<file path="src/rtl/tick_stopwatch_pkg.sv">
// Shared definitions for the tick-driven BCD MM:SS stopwatch.
// FSM state encoding, BCD digit width and the per-digit wrap limits.
package tick_stopwatch_pkg;

    localparam int BCD_W = 4;

    typedef enum logic [1:0] {
        ST_IDLE  = 2'd0,
        ST_RUN   = 2'd1,
        ST_PAUSE = 2'd2,
        ST_OVF   = 2'd3
    } state_t;

    localparam logic [BCD_W-1:0] SEC_ONES_MAX = 4'd9;
    localparam logic [BCD_W-1:0] SEC_TENS_MAX = 4'd5;
    localparam logic [BCD_W-1:0] MIN_ONES_MAX = 4'd9;
    localparam logic [BCD_W-1:0] MIN_TENS_MAX = 4'd9;

endpackage

</file>
<file path="src/rtl/tick_stopwatch_if.sv">
// Command pulses into the stopwatch and the displayed/captured time out of it.
// slave: the stopwatch itself; master: whoever issues commands and reads the time.
interface tick_stopwatch_if;
    import tick_stopwatch_pkg::*;

    logic             tick;
    logic             start_stop;
    logic             clear;
    logic             lap;

    logic [BCD_W-1:0] sec_ones;
    logic [BCD_W-1:0] sec_tens;
    logic [BCD_W-1:0] min_ones;
    logic [BCD_W-1:0] min_tens;
    logic             running;
    logic             overflow;

    logic [BCD_W-1:0] lap_sec_ones;
    logic [BCD_W-1:0] lap_sec_tens;
    logic [BCD_W-1:0] lap_min_ones;
    logic [BCD_W-1:0] lap_min_tens;
    logic             lap_valid;

    modport slave (
        input  tick, start_stop, clear, lap,
        output sec_ones, sec_tens, min_ones, min_tens, running, overflow,
        output lap_sec_ones, lap_sec_tens, lap_min_ones, lap_min_tens, lap_valid
    );

    modport master (
        output tick, start_stop, clear, lap,
        input  sec_ones, sec_tens, min_ones, min_tens, running, overflow,
        input  lap_sec_ones, lap_sec_tens, lap_min_ones, lap_min_tens, lap_valid
    );

endinterface

</file>
<file path="src/rtl/tick_stopwatch_bcd_digit.sv">
// One BCD digit of the stopwatch: increments on inc, wraps to 0 past limit
// and reports the wrap as a same-cycle carry into the next digit.
module bcd_digit
    import tick_stopwatch_pkg::*;
(
    input  logic             clk,
    input  logic             rst,
    input  logic             clr,
    input  logic             inc,
    input  logic [BCD_W-1:0] limit,
    output logic [BCD_W-1:0] q,
    output logic             carry
);

    assign carry = inc & (q == limit);

    // Digit register: synchronous clear has priority over increment.
    always_ff @(posedge clk or negedge rst) begin
        if (!rst) begin
            q <= '0;
        end else if (clr) begin
            q <= '0;
        end else if (inc) begin
            q <= (q == limit) ? '0 : q + 4'd1;
        end
    end

endmodule

</file>
<file path="src/rtl/tick_stopwatch.sv">
// BCD MM:SS stopwatch counting 1 s ticks from the upstream prescaler.
// Start/pause/clear FSM, saturating at MAX_MIN:59.
// Optional lap capture is compiled in with `define STOPWATCH_LAP_EN.
//
//  state | meaning
//  IDLE  | cleared, waiting for start_stop
//  RUN   | counting ticks
//  PAUSE | holding time, start_stop resumes
//  OVF   | saturated at MAX_MIN:59, only clear leaves
module tick_stopwatch
    import tick_stopwatch_pkg::*;
#(
    parameter int MAX_MIN = 99
) (
    input  logic            clk,
    input  logic            rst,
    tick_stopwatch_if.slave sw
);

    localparam logic [BCD_W-1:0] MAX_MIN_TENS = 4'(MAX_MIN / 10);
    localparam logic [BCD_W-1:0] MAX_MIN_ONES = 4'(MAX_MIN % 10);

    state_t           state;
    state_t           state_nx;
    logic             cnt_en;
    logic             at_max;
    logic             running_q;
    logic             overflow_q;

    logic [BCD_W-1:0] so_q;
    logic [BCD_W-1:0] st_q;
    logic [BCD_W-1:0] mo_q;
    logic [BCD_W-1:0] mt_q;
    logic             so_carry;
    logic             st_carry;
    logic             mo_carry;
    logic             mt_carry;

    assign at_max = (so_q == SEC_ONES_MAX) && (st_q == SEC_TENS_MAX) &&
                    (mo_q == MAX_MIN_ONES) && (mt_q == MAX_MIN_TENS);

    // Next state and count enable; a tick at the maximum diverts to OVF
    // instead of incrementing, so the digits never wrap.
    always_comb begin
        state_nx = state;
        cnt_en   = 1'b0;
        if (sw.clear) begin
            state_nx = ST_IDLE;
        end else begin
            unique case (state)
                ST_IDLE, ST_PAUSE: begin
                    if (sw.start_stop) state_nx = ST_RUN;
                end
                ST_RUN: begin
                    if (sw.tick && at_max) begin
                        state_nx = ST_OVF;
                    end else begin
                        cnt_en = sw.tick;
                        if (sw.start_stop) state_nx = ST_PAUSE;
                    end
                end
                ST_OVF: begin
                    state_nx = ST_OVF;
                end
                default: state_nx = ST_IDLE;
            endcase
        end
    end

    // State register with registered status flags decoded from the next state.
    always_ff @(posedge clk or negedge rst) begin
        if (!rst) begin
            state      <= ST_IDLE;
            running_q  <= 1'b0;
            overflow_q <= 1'b0;
        end else begin
            state      <= state_nx;
            running_q  <= (state_nx == ST_RUN);
            overflow_q <= (state_nx == ST_OVF);
        end
    end

    bcd_digit u_sec_ones (
        .clk   (clk),
        .rst   (rst),
        .clr   (sw.clear),
        .inc   (cnt_en),
        .limit (SEC_ONES_MAX),
        .q     (so_q),
        .carry (so_carry)
    );

    bcd_digit u_sec_tens (
        .clk   (clk),
        .rst   (rst),
        .clr   (sw.clear),
        .inc   (so_carry),
        .limit (SEC_TENS_MAX),
        .q     (st_q),
        .carry (st_carry)
    );

    bcd_digit u_min_ones (
        .clk   (clk),
        .rst   (rst),
        .clr   (sw.clear),
        .inc   (st_carry),
        .limit (MIN_ONES_MAX),
        .q     (mo_q),
        .carry (mo_carry)
    );

    // Top digit carry is unreachable: saturation stops counting first.
    bcd_digit u_min_tens (
        .clk   (clk),
        .rst   (rst),
        .clr   (sw.clear),
        .inc   (mo_carry),
        .limit (MIN_TENS_MAX),
        .q     (mt_q),
        .carry (mt_carry)
    );

    assign sw.sec_ones = so_q;
    assign sw.sec_tens = st_q;
    assign sw.min_ones = mo_q;
    assign sw.min_tens = mt_q;
    assign sw.running  = running_q;
    assign sw.overflow = overflow_q;

`ifdef STOPWATCH_LAP_EN
    logic [BCD_W-1:0] lap_so_q;
    logic [BCD_W-1:0] lap_st_q;
    logic [BCD_W-1:0] lap_mo_q;
    logic [BCD_W-1:0] lap_mt_q;
    logic             lap_valid_q;

    // Lap capture of the currently displayed (pre-increment) time.
    always_ff @(posedge clk or negedge rst) begin
        if (!rst) begin
            lap_so_q    <= '0;
            lap_st_q    <= '0;
            lap_mo_q    <= '0;
            lap_mt_q    <= '0;
            lap_valid_q <= 1'b0;
        end else if (sw.clear) begin
            lap_so_q    <= '0;
            lap_st_q    <= '0;
            lap_mo_q    <= '0;
            lap_mt_q    <= '0;
            lap_valid_q <= 1'b0;
        end else if (sw.lap && (state != ST_IDLE)) begin
            lap_so_q    <= so_q;
            lap_st_q    <= st_q;
            lap_mo_q    <= mo_q;
            lap_mt_q    <= mt_q;
            lap_valid_q <= 1'b1;
        end
    end

    assign sw.lap_sec_ones = lap_so_q;
    assign sw.lap_sec_tens = lap_st_q;
    assign sw.lap_min_ones = lap_mo_q;
    assign sw.lap_min_tens = lap_mt_q;
    assign sw.lap_valid    = lap_valid_q;
`else
    assign sw.lap_sec_ones = '0;
    assign sw.lap_sec_tens = '0;
    assign sw.lap_min_ones = '0;
    assign sw.lap_min_tens = '0;
    assign sw.lap_valid    = 1'b0;
`endif

endmodule
</file>
<file path="src/flat_wrapper.sv">
// flat-port wrapper written by rule: the top's interface ports become plain ports
module tick_stopwatch_flat import tick_stopwatch_pkg::*;
#(
    parameter int MAX_MIN = 99
)
  (clk, rst, sw_tick, sw_start_stop, sw_clear, sw_lap, sw_sec_ones, sw_sec_tens, sw_min_ones, sw_min_tens, sw_running, sw_overflow, sw_lap_sec_ones, sw_lap_sec_tens, sw_lap_min_ones, sw_lap_min_tens, sw_lap_valid);
  tick_stopwatch_if sw_i ();
  input  logic clk;
  input  logic rst;
  input wire logic [$bits(sw_i.tick)-1:0] sw_tick;
  input wire logic [$bits(sw_i.start_stop)-1:0] sw_start_stop;
  input wire logic [$bits(sw_i.clear)-1:0] sw_clear;
  input wire logic [$bits(sw_i.lap)-1:0] sw_lap;
  output wire logic [$bits(sw_i.sec_ones)-1:0] sw_sec_ones;
  output wire logic [$bits(sw_i.sec_tens)-1:0] sw_sec_tens;
  output wire logic [$bits(sw_i.min_ones)-1:0] sw_min_ones;
  output wire logic [$bits(sw_i.min_tens)-1:0] sw_min_tens;
  output wire logic [$bits(sw_i.running)-1:0] sw_running;
  output wire logic [$bits(sw_i.overflow)-1:0] sw_overflow;
  output wire logic [$bits(sw_i.lap_sec_ones)-1:0] sw_lap_sec_ones;
  output wire logic [$bits(sw_i.lap_sec_tens)-1:0] sw_lap_sec_tens;
  output wire logic [$bits(sw_i.lap_min_ones)-1:0] sw_lap_min_ones;
  output wire logic [$bits(sw_i.lap_min_tens)-1:0] sw_lap_min_tens;
  output wire logic [$bits(sw_i.lap_valid)-1:0] sw_lap_valid;
  assign sw_i.tick = sw_tick;
  assign sw_i.start_stop = sw_start_stop;
  assign sw_i.clear = sw_clear;
  assign sw_i.lap = sw_lap;
  assign sw_sec_ones = sw_i.sec_ones;
  assign sw_sec_tens = sw_i.sec_tens;
  assign sw_min_ones = sw_i.min_ones;
  assign sw_min_tens = sw_i.min_tens;
  assign sw_running = sw_i.running;
  assign sw_overflow = sw_i.overflow;
  assign sw_lap_sec_ones = sw_i.lap_sec_ones;
  assign sw_lap_sec_tens = sw_i.lap_sec_tens;
  assign sw_lap_min_ones = sw_i.lap_min_ones;
  assign sw_lap_min_tens = sw_i.lap_min_tens;
  assign sw_lap_valid = sw_i.lap_valid;
  tick_stopwatch #(.MAX_MIN(MAX_MIN)) u_core (.clk(clk), .rst(rst), .sw(sw_i));
endmodule
</file>
<file path="config.mk">
export PLATFORM = sky130hd
export DESIGN_NAME = tick_stopwatch_flat
export DESIGN_NICKNAME = d
export VERILOG_FILES = /design/src/rtl/tick_stopwatch_pkg.sv /design/src/rtl/tick_stopwatch_if.sv /design/src/rtl/tick_stopwatch_bcd_digit.sv /design/src/rtl/tick_stopwatch.sv /design/src/flat_wrapper.sv
export SDC_FILE = /design/constraint.sdc
export NUM_CORES = 1
export LEC_CHECK = 0
export ABC_AREA = 1
export CAP_MARGIN = 20
export CORE_UTILIZATION = 45
export DETAILED_ROUTE_END_ITERATION = 6
export HOLD_SLACK_MARGIN = 0.12
export PLACE_DENSITY = 0.85
export SLEW_MARGIN = 10
export SYNTH_ARGS = -nofsm -noshare
export SYNTH_HDL_FRONTEND = slang
export SYNTH_HIERARCHICAL = 1
export SYNTH_SLANG_ARGS = --single-unit
</file>
<file path="constraint.sdc">
create_clock -name clk -period 2.3 [get_ports clk]
set_input_delay 0.69 -clock clk [delete_from_list [all_inputs] [get_ports clk]]
set_output_delay 0.69 -clock clk [all_outputs]
set_load 0.1 [all_outputs]
</file>
==> results_dict.tcl <==
# implementation run metrics
set metrics [dict create \
    outcome "completed" \
    leakagePower_nw 1.268 \
    io_pins 41 \
    fmax_mhz 464.4 \
    endpoint_kind "register" \
    drt-pass1-iter-count 4 \
    flops 20 \
    cts_htree_levels 1 \
    path_clk_slew_ps 120 \
    critical_path_depth 14 \
    inv_count 53 \
    warning_count 27 \
    portBuffers 22 \
    r2r-start "u_core/u_min_ones/q[0]$_DFFE_PN0P_" \
    totalPowerFinal_mw 0.8911 \
    drt_wl_total_um 3183 \
    cts_tree "built" \
    wl_per_cell_um 8.511 \
    n_all_buffers 30 \
    critPathLaunch "sw_tick" \
    slowest_delay_ps 500 \
    die_area_um2 3885 \
    crit_path_max_fanout 4 \
    startpoint_type "primary input" \
    fin_util_pct 62.60 \
    first_iter_violations 69 \
    layout_top_cell "nand2_1" \
    cts_resized 0 \
    top_layer "met4" \
    cts_sinks 20 \
    seq_area_um2 520.5 \
    logic_gate_count 221 \
    use_met3_pct 1.287 \
    peakVddDrop_v 0.0001858 \
    pg_clk_mw 0.289 \
    clock-root-buffer "clkbuf_4" \
    die_height_um 62.33 \
    p_seq_mw 0.360 \
    p_int_mw 0.5733 \
    lay_top_cells "nand2_1 (100), conb_1 (49), inv_1 (36)" \
]
==> images/power_grid.png <==
(6 px per um) Pins as bars on the die edge. Tap cells in grey.
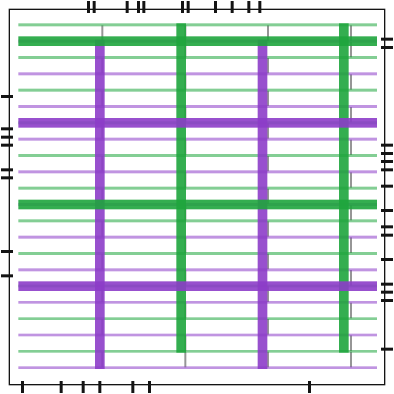
- VSS: purple
- VDD: green
- tap cells: 46
- met4 straps: 4

==> images/layer_met2.png <==
(4 px per um)
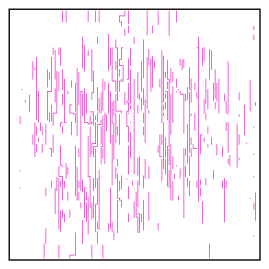
- wire length on this layer: 1,570 um
- longest straight run: 41.1 um
- share of all routed wire: 49%

==> images/layer_met3.png <==
(4 px per um) Cells faint in the background.
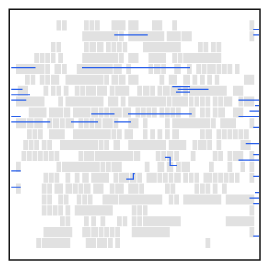
- nets with wire on the layer: 32
- share of all routed wire: 4.8%
- longest straight run: 26.7 um
- wire length on this layer: 152 um
- main direction: horizontal

